File: src/rtl/fft_bin_streamer_if.sv
// Bus between the FFT result RAM, the bin streamer and the magnitude stage.
// The master modport is the streamer; the slave modport is the RAM/consumer side.
interface fft_bin_streamer_if #(
  parameter int DATA_WIDTH = 24,
  parameter int ADDR_WIDTH = 10
);
  logic                    i_fft_done;
  logic                    i_stall;
  logic                    o_rd_en;
  logic [ADDR_WIDTH-1:0]   o_rd_addr;
  logic [2*DATA_WIDTH-1:0] i_rd_data;
  logic [2*DATA_WIDTH-1:0] o_fft_complex;
  logic                    o_start;
  logic [ADDR_WIDTH-2:0]   o_bin_index;
  logic                    o_last;
  logic                    o_busy;
  logic                    o_frame_done;
  logic                    o_overrun;

  modport master (
    input  i_fft_done, i_stall, i_rd_data,
    output o_rd_en, o_rd_addr, o_fft_complex, o_start, o_bin_index,
           o_last, o_busy, o_frame_done, o_overrun
  );

  modport slave (
    output i_fft_done, i_stall, i_rd_data,
    input  o_rd_en, o_rd_addr, o_fft_complex, o_start, o_bin_index,
           o_last, o_busy, o_frame_done, o_overrun
  );
endinterface

File: src/rtl/fft_bin_streamer.sv
// Streams bins 0..FFT_POINTS/2-1 of a finished FFT frame from RAM to the magnitude stage.
// Define FFT_BIT_REVERSE_EN when the RAM holds results in bit-reversed order.
module fft_bin_streamer #(
  parameter int DATA_WIDTH = 24,
  parameter int FFT_POINTS = 1024,
  parameter int ADDR_WIDTH = $clog2(FFT_POINTS)
) (
  input  logic               clk,
  input  logic               reset,
  fft_bin_streamer_if.master bus
);
  localparam int BW = ADDR_WIDTH - 1;
  localparam int CW = 2 * DATA_WIDTH;
  localparam logic [BW-1:0] LAST_BIN = BW'(FFT_POINTS / 2 - 1);

  typedef enum logic [1:0] {IDLE, READ, DRAIN} state_e;

  state_e          state_q, state_d;
  logic [BW-1:0]   rd_idx_q, rd_idx_d;
  logic            rd_pend_q, rd_pend_d;
  logic            skid_full_q, skid_full_d;
  logic [CW-1:0]   skid_data_q, skid_data_d;
  logic [BW-1:0]   emit_idx_q, emit_idx_d;
  logic [CW-1:0]   data_q, data_d;
  logic [BW-1:0]   bin_q, bin_d;
  logic            start_q, start_d;
  logic            last_q, last_d;
  logic            frame_done_q, frame_done_d;
  logic            overrun_q, overrun_d;

  logic                  rd_en;
  logic                  busy;
  logic                  emit;
  logic [ADDR_WIDTH-1:0] nat_addr;
  logic [ADDR_WIDTH-1:0] rd_addr;

  assign nat_addr = {1'b0, rd_idx_q};

  always_ff @(posedge clk or negedge reset) begin
    if (!reset) state_q <= IDLE;
    else        state_q <= state_d;
  end

  always_comb begin
    state_d = state_q;
    unique case (state_q)
      IDLE:    if (bus.i_fft_done)                  state_d = READ;
      READ:    if (rd_en && (rd_idx_q == LAST_BIN)) state_d = DRAIN;
      DRAIN:   if (last_q)                          state_d = IDLE;
      default:                                      state_d = IDLE;
    endcase
  end

  always_comb begin
    rd_en   = (state_q == READ) && !bus.i_stall;
    busy    = (state_q != IDLE);
    rd_addr = '0;
`ifdef FFT_BIT_REVERSE_EN
    for (int i = 0; i < ADDR_WIDTH; i++) rd_addr[i] = nat_addr[ADDR_WIDTH-1-i];
`else
    rd_addr = nat_addr;
`endif
  end

  // NOTE: every always_comb output gets a default first so no path leaves it unassigned (no latch).
  always_comb begin
    rd_idx_d     = rd_en ? rd_idx_q + 1'b1 : rd_idx_q;
    rd_pend_d    = rd_en;
    skid_full_d  = skid_full_q;
    skid_data_d  = skid_data_q;
    emit_idx_d   = emit_idx_q;
    data_d       = data_q;
    bin_d        = bin_q;
    start_d      = 1'b0;
    last_d       = 1'b0;
    emit         = 1'b0;
    frame_done_d = (state_q == DRAIN) && last_q;
    overrun_d    = bus.i_fft_done && busy;

    // Reads stop during a stall, so at most one word lands in the skid.
    if (bus.i_stall) begin
      if (rd_pend_q) begin
        skid_full_d = 1'b1;
        skid_data_d = bus.i_rd_data;
      end
    end else if (skid_full_q) begin
      skid_full_d = 1'b0;
      data_d      = skid_data_q;
      emit        = 1'b1;
    end else if (rd_pend_q) begin
      data_d = bus.i_rd_data;
      emit   = 1'b1;
    end

    if (emit) begin
      start_d    = 1'b1;
      bin_d      = emit_idx_q;
      last_d     = (emit_idx_q == LAST_BIN);
      emit_idx_d = emit_idx_q + 1'b1;
    end
  end

  // NOTE: sequential state uses non-blocking assignments so every flop samples pre-edge values.
  always_ff @(posedge clk or negedge reset) begin
    if (!reset) begin
      rd_idx_q     <= '0;
      rd_pend_q    <= 1'b0;
      skid_full_q  <= 1'b0;
      skid_data_q  <= '0;
      emit_idx_q   <= '0;
      data_q       <= '0;
      bin_q        <= '0;
      start_q      <= 1'b0;
      last_q       <= 1'b0;
      frame_done_q <= 1'b0;
      overrun_q    <= 1'b0;
    end else begin
      rd_idx_q     <= rd_idx_d;
      rd_pend_q    <= rd_pend_d;
      skid_full_q  <= skid_full_d;
      skid_data_q  <= skid_data_d;
      emit_idx_q   <= emit_idx_d;
      data_q       <= data_d;
      bin_q        <= bin_d;
      start_q      <= start_d;
      last_q       <= last_d;
      frame_done_q <= frame_done_d;
      overrun_q    <= overrun_d;
    end
  end

  assign bus.o_rd_en       = rd_en;
  assign bus.o_rd_addr     = rd_addr;
  assign bus.o_fft_complex = data_q;
  assign bus.o_start       = start_q;
  assign bus.o_bin_index   = bin_q;
  assign bus.o_last        = last_q;
  assign bus.o_busy        = busy;
  assign bus.o_frame_done  = frame_done_q;
  assign bus.o_overrun     = overrun_q;
endmodule

File: src/flat_wrapper.sv
// flat-port wrapper written by rule: the top's interface ports become plain ports
module fft_bin_streamer_flat 
#(
  parameter int DATA_WIDTH = 24,
  parameter int FFT_POINTS = 1024,
  parameter int ADDR_WIDTH = $clog2(FFT_POINTS)
)
  (clk, reset, bus_i_fft_done, bus_i_stall, bus_i_rd_data, bus_o_rd_en, bus_o_rd_addr, bus_o_fft_complex, bus_o_start, bus_o_bin_index, bus_o_last, bus_o_busy, bus_o_frame_done, bus_o_overrun);
  fft_bin_streamer_if #(.DATA_WIDTH(DATA_WIDTH), .ADDR_WIDTH(ADDR_WIDTH)) bus_i ();
  input  logic clk;
  input  logic reset;
  input wire logic [$bits(bus_i.i_fft_done)-1:0] bus_i_fft_done;
  input wire logic [$bits(bus_i.i_stall)-1:0] bus_i_stall;
  input wire logic [$bits(bus_i.i_rd_data)-1:0] bus_i_rd_data;
  output wire logic [$bits(bus_i.o_rd_en)-1:0] bus_o_rd_en;
  output wire logic [$bits(bus_i.o_rd_addr)-1:0] bus_o_rd_addr;
  output wire logic [$bits(bus_i.o_fft_complex)-1:0] bus_o_fft_complex;
  output wire logic [$bits(bus_i.o_start)-1:0] bus_o_start;
  output wire logic [$bits(bus_i.o_bin_index)-1:0] bus_o_bin_index;
  output wire logic [$bits(bus_i.o_last)-1:0] bus_o_last;
  output wire logic [$bits(bus_i.o_busy)-1:0] bus_o_busy;
  output wire logic [$bits(bus_i.o_frame_done)-1:0] bus_o_frame_done;
  output wire logic [$bits(bus_i.o_overrun)-1:0] bus_o_overrun;
  assign bus_i.i_fft_done = bus_i_fft_done;
  assign bus_i.i_stall = bus_i_stall;
  assign bus_i.i_rd_data = bus_i_rd_data;
  assign bus_o_rd_en = bus_i.o_rd_en;
  assign bus_o_rd_addr = bus_i.o_rd_addr;
  assign bus_o_fft_complex = bus_i.o_fft_complex;
  assign bus_o_start = bus_i.o_start;
  assign bus_o_bin_index = bus_i.o_bin_index;
  assign bus_o_last = bus_i.o_last;
  assign bus_o_busy = bus_i.o_busy;
  assign bus_o_frame_done = bus_i.o_frame_done;
  assign bus_o_overrun = bus_i.o_overrun;
  fft_bin_streamer #(.DATA_WIDTH(DATA_WIDTH), .FFT_POINTS(FFT_POINTS), .ADDR_WIDTH(ADDR_WIDTH)) u_core (.clk(clk), .reset(reset), .bus(bus_i));
endmodule
File: config.mk
export PLATFORM = sky130hd
export DESIGN_NAME = fft_bin_streamer_flat
export DESIGN_NICKNAME = d
export VERILOG_FILES = /design/src/rtl/fft_bin_streamer_if.sv /design/src/rtl/fft_bin_streamer.sv /design/src/flat_wrapper.sv
export SDC_FILE = /design/constraint.sdc
export NUM_CORES = 1
export LEC_CHECK = 0
export CAP_MARGIN = 25
export CORE_MARGIN = 4
export CORE_UTILIZATION = 40
export CTS_CLUSTER_SIZE = 12
export DETAILED_ROUTE_END_ITERATION = 10
export PLACE_DENSITY_LB_ADDON = 0.3
export SETUP_SLACK_MARGIN = 0.05
export SYNTH_ARGS = -nofsm -noshare
export SYNTH_HDL_FRONTEND = slang
export SYNTH_SLANG_ARGS = --single-unit
File: constraint.sdc
create_clock -name clk -period 2.15 [get_ports clk]
set_input_delay 0.5375 -clock clk [delete_from_list [all_inputs] [get_ports clk]]
set_output_delay 0.5375 -clock clk [all_outputs]
set_load 0.005 [all_outputs]
**Run 1: sequential cells grouped by signal name**

Other sequential cells in the stronger gray, the rest of the logic in the fainter gray.
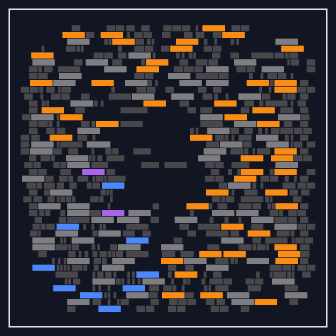
`u_core.bus.o_fft_complex` -> orange  # placed flops 48, where spread over the die
`u_core.state_q` -> purple  # placed flops 2
`u_core.bus.o_bin_index` -> blue  # placed flops 9
not colored = 72

**Run 1: logic cells by family**

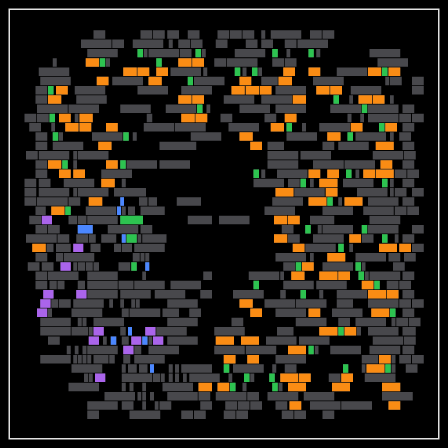
aoi and oai cells -> green  # cells 51, where spread over the die
xor and xnor cells -> purple  # cells 14, where south-west
nor cells -> blue  # cells 9
mux cells -> orange  # cells 98, where spread over the die

==> results.json, run 1 <==
{
  "worstSetupPathType": "input port to output pin",
  "met1Wirelength_um": 5401,
  "drtIter0Drc": 204,
  "synth_stat.cells": 442,
  "drive_gt1_share_pct": 16.67,
  "syn_nets": 498,
  "ir_drop_mv": 0.5108,
  "synth.top_cells.by_count": "dfrtp_1, nand2_1, o21ai_0, mux2i_1, mux2_2",
  "antenna_found_initial": 0,
  "yosys_warnings": 0,
  "synthDistinctLibCells": 30,
  "die_area_um2": 15760,
  "required_ns": 1.61,
  "worst-path-max-fanout": 2,
  "area_leaders": "dfrtp_1, mux2i_1, mux2_2",
  "via_per_inst": 4.922,
  "comb_area_um2": 2057,
  "final_area_um2": 7528,
  "yosys_area_um2": 5525,
  "place_congestion": 0.7463,
  "place.port_buffers": 123,
  "tritoncts": "yes",
  "cp-end-kind": "output pin",
  "grt_max_degree": 50,
  "totalPowerFinal_mw": 7.489,
  "met3WireLength_um": 824,
  "clockRootBuffer": "clkbuf_16",
  "holdWs_ns": 0.01837,
  "cap_viol_max_count": 0,
  "path_clk_slew_ns": 0.05,
  "fin_cells": 758,
  "async_flop_share_pct": 100.0,
  "fin_tns_setup_ns": 0,
  "hp-class": "input port to asynchronous set/reset pin",
  "setup_violations": 0,
  "wl_per_cell_um": 15.17,
  "htreeDepth": 4,
  "top_layer_used": "met4",
  "fin_crit_sh_pct": 92.59,
  "r2r-end": "u_core.bus.o_fft_complex[41]",
  "hold_viol": 0,
  "routed-wl-met2_um": 5144,
  "yosysTopAreaCell": "dfrtp_1",
  "syn_area_per_cell_um2": 12.50,
  "syn_to_final_growth_pct": 36.25,
  "io_pins": 125,
  "wirelength_um": 11500,
  "clk_path_buf_depth": 2,
  "ys_ff": 131,
  "post_dp_cell_area_um2": 6948,
  "placedCellCount": 727,
  "crit_path_start_kind": "input port",
  "worst-r2r-setup-slack_ns": 0.49,
  "ant_nets": 0,
  "slew_headroom_pct": 41.51,
  "edf_count": 0,
  "std_cell_rows": 42,
  "grt_pass1_wl_um": 19290,
  "crit_end": "bus_o_rd_en",
  "fmax_mhz": 502.3,
  "leakage_nw": 3.403,
  "min_period_ns": 1.991,
  "cts_inserted_buffers": 17,
  "syn_area_um2": 5525,
  "tool_warnings": 26,
  "status": "finished clean",
  "nets": 626,
  "slew_viol_final": 0,
  "grt_use_total_pct": 15.35,
  "antenna_cells": 0,
  "grt_pass1_vias": 3796,
  "drc": 0,
  "synth-main-ff-cell": "dfrtp_1",
  "r2r_start": "u_core.skid_full_q",
  "globalRouteOverflowTotal": 0,
  "firstDrtPassIters": 4,
  "finalClockSkew_ns": 0.005808,
  "fp_util_pct": 41.23,
  "cts_hold_buf": 0,
  "rr_worst_depth": 3,
  "tightest_slew_ns": 0.8774,
  "netlist.area_leader.share_pct": 59.33,
  "clk_latency_ns": 0.41,
  "synth.most_common_cell": "dfrtp_1",
  "vias": 3731,
  "powerDensity_nw_per_um2": 994.7,
  "crit_start": "bus_i_stall",
  "synthCells": 442,
  "arrival_ns": 1.45,
  "fillerInstances": 1138,
  "dp_hpwl_um": 7792,
  "regArea_um2": 3279,
  "rsz0062_at_grt": "false",
  "ys_seq_share_pct": 59.33
}
**Run 1: clock nets**

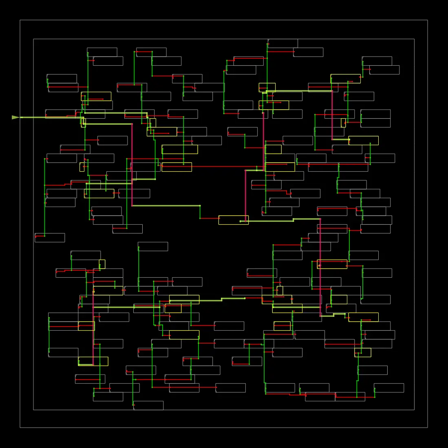
clock tree sinks: 131
flop count: 131

**Run 1: power grid**

Pins as bars on the die edge.
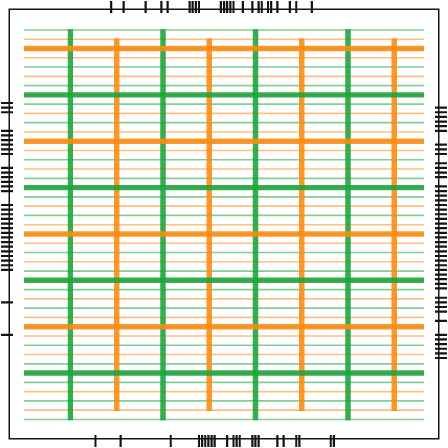
VDD -> orange
VSS -> green
met1 rails = 43
met4 straps = 8
signal pins = 125
die y size: 125.5 um
Die Width: 125.5 um
Core Region: 13,400 um^2

-- run 1: cell type report --
cell class	count	area share (%)
timing repair buffer	135	18.36
clock buffer	27	7.080
inverter	3	0.1496
tap	176	2.925
clock inverter	4	0.5983
sequential	131	43.56
multi-input combinational	282	27.32
-- run 1: state kept, by name (all words and copies together), names as in the netlist --
signal / cells
u_core.bus.o_start: 1
u_core.bus.o_last: 1
u_core.bus.o_frame_done: 1
u_core.skid_full_q: 1
u_core.emit_idx_q: 9
u_core.state_q: 2
u_core.bus.o_overrun: 1
u_core.skid_data_q: 48
u_core.rd_idx_q: 9
u_core.bus.o_bin_index: 9
u_core.rd_pend_q: 1
u_core.bus.o_fft_complex: 48
-- run 1: cell families (layout without fill, tap and decap cells) --
kind of cell | Yosys count | in the layout | synth area share (%)
other | 1 | 1 | 0.06787
adders and majority gates | 4 | 4 | 0.9058
AOI/OAI and AO/OA | 51 | 51 | 4.937
DFF | 131 | 131 | 59.33
buffers and inverters | 29 | 169 | 3.532
xor gates and xnor gates | 14 | 14 | 2.219
and+or+nand+nor | 114 | 114 | 8.764
muxes | 98 | 98 | 20.24
-- run 1: layer usage --
metal / GRT usage (%) / vias to the layer above
met3: 6.269 / 15
met5: 0 / -
met2: 22.47 / 115
met1: 20.63 / 1839
met4: 5.548 / 0
li1: - / 1762
-- run 1: placed cells by master (no fill, tap or decap), drive strengths merged, types with 4 or more instances in the layout --
cell,n
mux2i,48
o21ai,49
ha,4
nand4,7
nand2,86
xnor2,10
xor2,4
clkbuf,27
and3,5
nor2,6
buf,13
mux2,50
clkdlybuf4s50,120
dfrtp,131
-- run 1: metrics by stage --
stage	util (%)	setup slack, ns
2_1_floorplan	-	0.5844
3_3_place_gp	51.85	-0.1545
3_5_place_dp	51.85	-0.1911
4_1_cts	56.18	0.1402
5_1_grt	56.18	0.1052
6_report	56.18	0.1593
-- run 1: report_power, final --
part | internal (mW) | switching (mW)
sequential | 2.92 | 0.331
combinational | 0.928 | 0.539
clock | 1.79 | 0.975
-- run 1: critical path: stages --
cell	delay (ns)
clkdlybuf4s50_1	0.43
nor3b_2	0.22
dlygate4sd2_1	0.26
-- run 1: how the worst min path moves through the flow --
| stage | startpoint | endpoint | slack, ns | cells after the start |
|---|---|---|---|---|
| finish | reset | u_core.bus.o_fft_complex[4] | 0.02 | 1 |
| global placement | reset | u_core.skid_data_q[40] | 0.46 | 1 |
| floorplan | reset | u_core.bus.o_bin_index[0] | 0.24 | 0 |
| CTS | reset | u_core.bus.o_fft_complex[44] | 0.006 | 1 |
| global route | reset | u_core.bus.o_fft_complex[4] | 0.02 | 1 |
| detailed placement | reset | u_core.bus.o_fft_complex[40] | 0.46 | 1 |
-- run 1: timing repair --
action                                  4_1_cts  5_1_grt
resized                                       3        0
endpoints found under the setup margin        2        0
setup buffers                                 0        0
## Run 2: what changed since run 1
CAP_MARGIN = unset   (was 25)
CORE_MARGIN = unset   (was 4)
CORE_UTILIZATION = 50   (was 40)
**Run 2: clock nets**

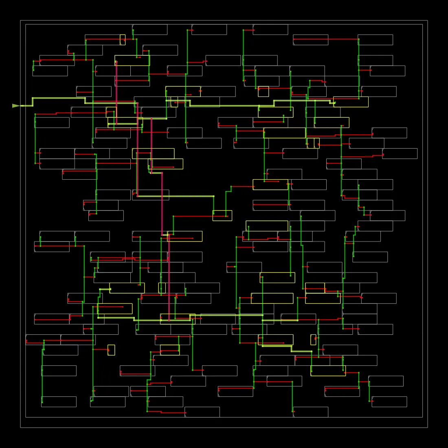
Clock Latency Late Sink: 0.51 ns
cts bufs inserted: 17
Setup Skew: 0.01217 ns
Clock group: 2.95 mW
clkbuf count: 22

**Run 2: power grid**

Pins as bars on the die edge.
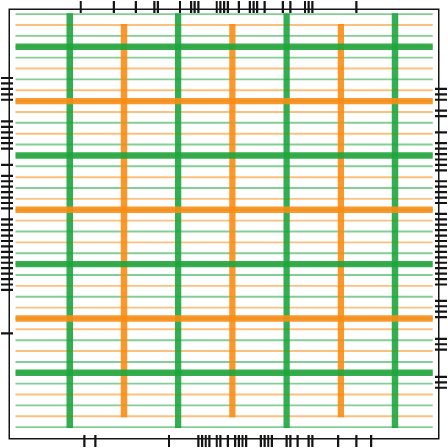
VSS -> green
VDD -> orange
signal pins = 125
met5 straps = 7
Max VDD drop: 0.5564 mV
Core Region: 10,790 um^2
die y size: 107.1 um
Die Width: 107.1 um

==> run 2 against run 1 <==
Against the previous run:
- synthesized area unchanged
- die size down 27%
- sequential power about the same
- via count up 0.86%
- fmax down 1.3%
- critical path depth down 2
- hold slack better by 0.46 ns
- highest routed layer unchanged
- critical endpoint is now bus_o_rd_addr[6]
- largest cell class unchanged
- sequential cell count unchanged
- first-iteration DRC count down 35%
- register-to-register slack better by 0.04 ns
==> results.json, run 2 <==
{
  "status": "finished clean",
  "firstDrtPassIters": 4,
  "regArea_um2": 3281,
  "std_cell_rows": 38,
  "required_ns": 1.61,
  "area_leaders": "dfrtp_1, mux2i_1, mux2_2",
  "slew_viol_final": 0,
  "crit_path_start_kind": "register",
  "seqPwrFrac_pct": 42.5,
  "post_dp_cell_area_um2": 6912,
  "clockRootBuffer": "clkbuf_8",
  "dp_hpwl_um": 7454,
  "place_congestion": 0.7142,
  "synthDistinctLibCells": 30,
  "fin_cells": 724,
  "drtIter0Drc": 132,
  "synth_stat.cells": 442,
  "synthCells": 442,
  "comb_area_um2": 2057,
  "via_per_inst": 5.198,
  "wl_per_cell_um": 15.81,
  "placedCellCount": 691,
  "hp-class": "register to register",
  "tool_warnings": 27,
  "netSwitchingPower_mw": 1.899,
  "path_delay_family": "buffers and inverters",
  "holdWs_ns": 0.4770,
  "power_frac_comb_pct": 19.2,
  "min_period_ns": 2.017,
  "fin_ws_ns": 0.1331,
  "tritoncts": "yes",
  "synth.top_cells.by_count": "dfrtp_1, nand2_1, o21ai_0, mux2i_1, mux2_2",
  "cap_viol_max_count": 0,
  "drc": 0,
  "synth-main-ff-cell": "dfrtp_1",
  "syn_area_um2": 5525,
  "vias": 3763,
  "rsz0062_at_grt": "false",
  "drive_gt1_share_pct": 17.12,
  "path_clk_slew_ns": 0.06,
  "ant_nets": 0,
  "io_pins": 125,
  "worstSetupPathType": "register to output pin",
  "grt_use_total_pct": 21.71,
  "setup_violations": 0,
  "grt_max_degree": 50,
  "yosys_warnings": 0,
  "synth.most_common_cell": "dfrtp_1",
  "crit_buf_inv": 1,
  "worst-path-max-fanout": 4,
  "yosysTopAreaCell": "dfrtp_1",
  "arrival_ns": 1.48,
  "syn_nets": 498,
  "layout_top_cell": "dfrtp_1",
  "syn_area_per_cell_um2": 12.50,
  "globalRouteOverflowTotal": 0,
  "swShare_pct": 24.71,
  "cp-end-kind": "output pin",
  "clk_path_buf_depth": 2,
  "fin_crit_sh_pct": 93.81,
  "fmax_mhz": 495.8,
  "hold_viol": 0,
  "mostFrequentLayoutCells": "dfrtp_1, clkdlybuf4s50_1, nand2_1, o21ai_0, mux2i_1",
  "async_flop_share_pct": 100.0,
  "antenna_cells": 0,
  "preCtsSetupSlack_ns": -0.1412,
  "antenna_found_initial": 0,
  "grt_pass1_vias": 3914,
  "edf_count": 0,
  "critPathMaxStageDelay_ns": 0.54,
  "p_int_mw": 5.787,
  "final_area_um2": 7533,
  "place.port_buffers": 123,
  "pwr-share-clk_pct": 38.4,
  "postCtsSetupRepairBufs": 0,
  "wirelength_um": 11450,
  "htreeDepth": 4,
  "die_area_um2": 11470,
  "crit_path_cell_trace": "clkdlybuf4s50_1",
  "netlist.area_leader.share_pct": 59.33,
  "fillerInstances": 786,
  "cts_sinks": 131,
  "ys_seq_share_pct": 59.33,
  "yosys_area_um2": 5525,
  "ys_ff": 131,
  "leakage_nw": 3.423,
  "nets": 627,
  "totalPowerFinal_mw": 7.686,
  "grt_pass1_wl_um": 19050,
  "slowest_stage": "clkdlybuf4s50_1",
  "powerDensity_nw_per_um2": 1020,
  "syn_to_final_growth_pct": 36.35,
  "fp_util_pct": 51.19
}
## run 2: cell counts after synthesis
Identical to the previous run, type by type.
## run 2: power by group through the flow
| stage | registers (mW) | clock network (mW) | logic (mW) |
|---|---|---|---|
| 6_report | 3.26 | 2.95 | 1.47 |
| 5_1_grt | 3.32 | 3.13 | 1.62 |
| 4_1_cts | 3.26 | 3.00 | 1.50 |
| 3_5_place_dp | 3.29 | 0 | 1.48 |
| 3_3_place_gp | 3.26 | 0 | 1.43 |
| 2_1_floorplan | 3.25 | 0 | 0.652 |
## run 2: kinds of logic after synthesis
kind of cell	after synthesis	share of synthesized area [%]
buffers and inverters	29	3.532
and+or+nand+nor	114	8.764
AOI/OAI and AO/OA	51	4.937
adders and majority gates	4	0.9058
other	1	0.06787
xor gates and xnor gates	14	2.219
muxes	98	20.24
DFF	131	59.33
## run 2: layout make-up
| cell class | instances | area share (%) |
|---|---|---|
| flip-flops and latches | 131 | 43.55 |
| multi-input cells | 282 | 27.30 |
| repair buffers | 136 | 18.60 |
| clock buffers | 22 | 6.012 |
| well taps | 140 | 2.325 |
| clock inverters | 10 | 2.059 |
| inverters | 3 | 0.1495 |
## run 2: final timing paths
| path | slack (ns) | start | depth (start not counted) | to |
|---|---|---|---|---|
| max reg2reg | 0.53 | u_core.rd_idx_q[0] | 5 | u_core.rd_idx_q[8] |
| min reg2reg | 0.48 | u_core.bus.o_bin_index[6] | 2 | u_core.bus.o_bin_index[6] |
| max in group asynchronous | 1.05 | reset | 3 | u_core.skid_full_q |
| min | 0.48 | u_core.bus.o_bin_index[6] | 2 | u_core.bus.o_bin_index[6] |
| max | 0.13 | u_core.rd_idx_q[6] | 1 | bus_o_rd_addr[6] |
| min in group asynchronous | 0.49 | reset | 2 | u_core.bus.o_fft_complex[38] |
## run 2: metal layers
metal  up-vias  part of all wire [%]  routed length, um  global-route usage (%)
met5         -                     0                  0                       0
met4         0                   1.1                121                   6.360
met3        12                   5.9                672                   7.052
met2       110                    48               5442                   34.93
met1      1874                    46               5214                   28.09
li1       1767                     -                  -                       -
## run 2: through the flow
stage | utilization (%) | setup TNS, ns
after floorplan | - | 0
after global placement | 64.04 | -0.1450
after detailed placement | 64.04 | -0.1412
after CTS | 69.80 | -0.1028
after global routing | 69.80 | 0
final | 69.80 | 0
## run 2: repair_timing
item                                   CTS  global route
resized                                  2             4
hold buffers                             1             0
pin swaps                                0             1
gates cloned                             0             0
setup endpoints to repair                2             3
endpoints found under the hold margin   23             0
## Run 3: what changed since run 2
CORE_UTILIZATION = 46   (was 50)
**Run 3: logic cells by family**

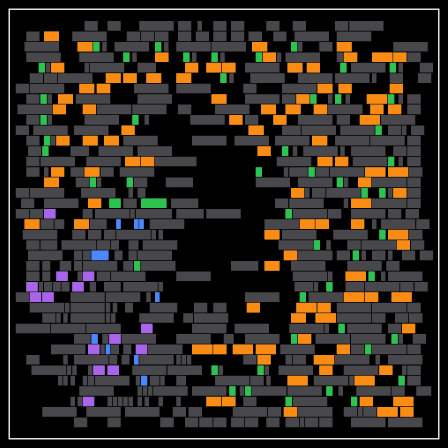
mux cells -> orange  # cells 98, where spread over the die
nor cells -> blue  # cells 9
aoi and oai cells -> green  # cells 51, where spread over the die
xor and xnor cells -> purple  # cells 14
final cell count without fillers: 726
logic share of the area: 27.48%
Commonest Layout Cell: dfrtp_1

**Run 3: clock nets**

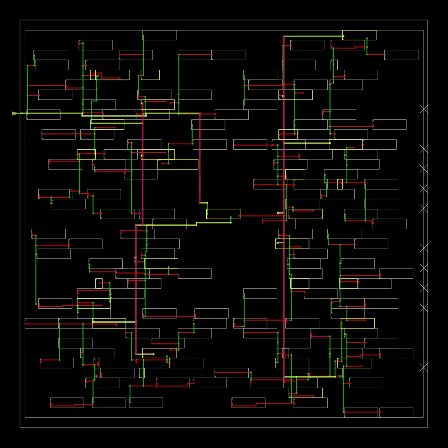
clkbuf count: 27
Clock group: 2.74 mW
Setup Skew: 0.005537 ns
Clock Latency Late Sink: 0.41 ns

==> run 3 against run 2 <==
Against the previous run:
- the run now ends with DRC left
- clock skew fell by 0.0066 ns
- non-clock buffer count did not move
- hold slack got worse by 0.46 ns
- sequential share of layout area rose by 0.26 points
- register-to-register slack got worse by 0.02 ns
- wire length fell by 0.12%
- highest routed layer unchanged
==> results.json, run 3 <==
{
  "syn_area_per_cell_um2": 12.50,
  "cp-end-kind": "output pin",
  "hp-class": "input port to asynchronous set/reset pin",
  "comb_area_um2": 2057,
  "dp_hpwl_um": 7464,
  "tritoncts": "yes",
  "setup_violations": 0,
  "antenna_found_initial": 0,
  "via_per_inst": 5.127,
  "swShare_pct": 24.81,
  "hold_viol": 0,
  "async_flop_share_pct": 100.0,
  "drtIter0Drc": 167,
  "power_frac_comb_pct": 19.7,
  "path_delay_family": "buffers and inverters",
  "ir_drop_mv": 0.5062,
  "critPathMaxStageDelay_ns": 0.46,
  "drive_gt1_share_pct": 16.64,
  "synth_stat.cells": 442,
  "fin_crit_sh_pct": 94.23,
  "worst-r2r-setup-slack_ns": 0.51,
  "status": "complete, but fails checks",
  "regArea_um2": 3279,
  "preCtsSetupSlack_ns": -0.2701,
  "core_um2": 11560,
  "crit_path_start_kind": "input port",
  "fp_util_pct": 47.78,
  "htreeDepth": 4,
  "path_clk_slew_ns": 0.06,
  "worst-path-max-fanout": 2,
  "area_leaders": "dfrtp_1, mux2i_1, mux2_2",
  "powerDensity_nw_per_um2": 996.8,
  "yosysTopAreaCell": "dfrtp_1",
  "p_int_mw": 5.611,
  "pwr-share-clk_pct": 36.7,
  "synth-main-ff-cell": "dfrtp_1",
  "yosys_warnings": 0,
  "die_y_um": 111.6,
  "ant_nets": 0,
  "syn_to_final_growth_pct": 35.48,
  "die_area_um2": 12450,
  "grt_pass1_vias": 3950,
  "cts_inserted_buffers": 17,
  "clockRootBuffer": "clkbuf_16",
  "grt_use_total_pct": 20.02,
  "edf_count": 0,
  "nets": 627,
  "grt_pass1_wl_um": 19560,
  "required_ns": 1.61,
  "leakage_nw": 3.401,
  "std_cell_rows": 39,
  "placedCellCount": 693,
  "fin_util_pct": 64.73,
  "clk_path_buf_depth": 2,
  "antenna_cells": 0,
  "mostFrequentLayoutCells": "dfrtp_1, clkdlybuf4s50_1, nand2_1, o21ai_0, mux2i_1",
  "synth.top_cells.by_count": "dfrtp_1, nand2_1, o21ai_0, mux2i_1, mux2_2",
  "place.port_buffers": 123,
  "drc": 10,
  "cts_hold_buf": 0,
  "wirelength_um": 11440,
  "synthDistinctLibCells": 30,
  "syn_nets": 498,
  "fin_ws_ns": 0.1240,
  "ys_seq_share_pct": 59.33,
  "die_x_um": 111.6,
  "netSwitchingPower_mw": 1.852,
  "slew_viol_final": 0,
  "io_pins": 125,
  "seqPwrFrac_pct": 43.6,
  "cts_sinks": 131,
  "crit_path_cell_trace": "clkdlybuf4s50_1 > nor3b_2 > clkdlybuf4s15_1",
  "ys_ff": 131,
  "yosys_area_um2": 5525,
  "slowest_stage": "clkdlybuf4s50_1",
  "grt_max_degree": 85,
  "firstDrtPassIters": 7,
  "rsz0062_at_grt": "false",
  "synth.most_common_cell": "dfrtp_1",
  "netlist.area_leader.share_pct": 59.33,
  "crit_buf_inv": 2,
  "cap_viol_max_count": 0,
  "worstSetupPathType": "input port to output pin",
  "syn_area_um2": 5525,
  "place_congestion": 0.7724,
  "synthCells": 442,
  "globalRouteOverflowTotal": 0,
  "vias": 3722,
  "min_period_ns": 2.026,
  "fillerInstances": 921,
  "failed_checks": "DRC",
  "tool_warnings": 26,
  "wl_per_cell_um": 15.75,
  "arrival_ns": 1.49,
  "fmax_mhz": 493.6
}
## run 3: logic make-up (layout without fill, tap and decap cells)
family	after synthesis	in the layout	share of synthesized area (%)
DFF	131	131	59.33
and+or+nand+nor	114	114	8.764
buffers and inverters	29	170	3.532
muxes	98	98	20.24
xor gates and xnor gates	14	14	2.219
AOI/OAI and AO/OA	51	51	4.937
other	1	1	0.06787
adders and majority gates	4	4	0.9058
## run 3: what timing repair did
action / in CTS / in global routing
pin swaps: 1 / 1
endpoints found under the setup margin: 2 / 1
resized: 3 / 1
buffers inserted: 2 / 0
endpoints found under the hold margin: 0 / 0
## run 3: path summary, 6_finish.rpt
path	depth (start not counted)	startpoint	to
hold reg to reg	2	u_core.bus.o_bin_index[3]	u_core.bus.o_bin_index[3]
setup reg to reg	5	u_core.rd_idx_q[0]	u_core.rd_idx_q[8]
min in group clk	2	u_core.bus.o_bin_index[3]	u_core.bus.o_bin_index[3]
max in group asynchronous	2	reset	u_core.bus.o_fft_complex[18]
hold / removal	1	reset	u_core.skid_data_q[39]
setup / recovery	3	bus_i_stall	bus_o_rd_en
## run 3: worst reg2reg max path: stages, from the launching register on
cell and delay [ns]:
dfrtp_1 0.42, ha_1 0.26, and3_1 0.15, and3_1 0.18, ha_1 0.26, mux2_2 0.26
## run 3: cell type report
cell class,count,area share (%)
repair buffers,136,18.59
flip-flops and latches,131,43.81
clock inverters,4,0.6017
multi-input cells,282,27.48
clock buffers,27,6.986
inverters,3,0.1504
well taps,143,2.390
## run 3: stage by stage
step	power (mW)	cell area, um^2	setup TNS, ns	hold WS [ns]
floorplan	3.897	5525	0	0.2419
global placement	4.696	6899	-0.1423	0.4571
detailed placement	4.761	6899	-0.2701	0.4622
CTS	7.544	7485	0	0.02128
global route	7.849	7486	0	0.03289
finish	7.462	7486	0	0.01890
## run 3: power by group through the flow
stage | registers (mW) | clock network (mW) | logic, mW
after floorplan | 3.25 | 0 | 0.652
after global placement | 3.26 | 0 | 1.44
after detailed placement | 3.28 | 0 | 1.48
after CTS | 3.25 | 2.80 | 1.49
after global routing | 3.32 | 2.91 | 1.62
final | 3.25 | 2.74 | 1.47
## run 3: routing by layer
layer  vias up  global-route usage, %  wire, um
met4         0                  7.838       186
met1      1833                  26.62      5289
met3        16                  6.042       699
met2       104                  30.88      5260
li1       1769                      -         -
met5         -                      0         0
Power and IR drop assume default switching activity.
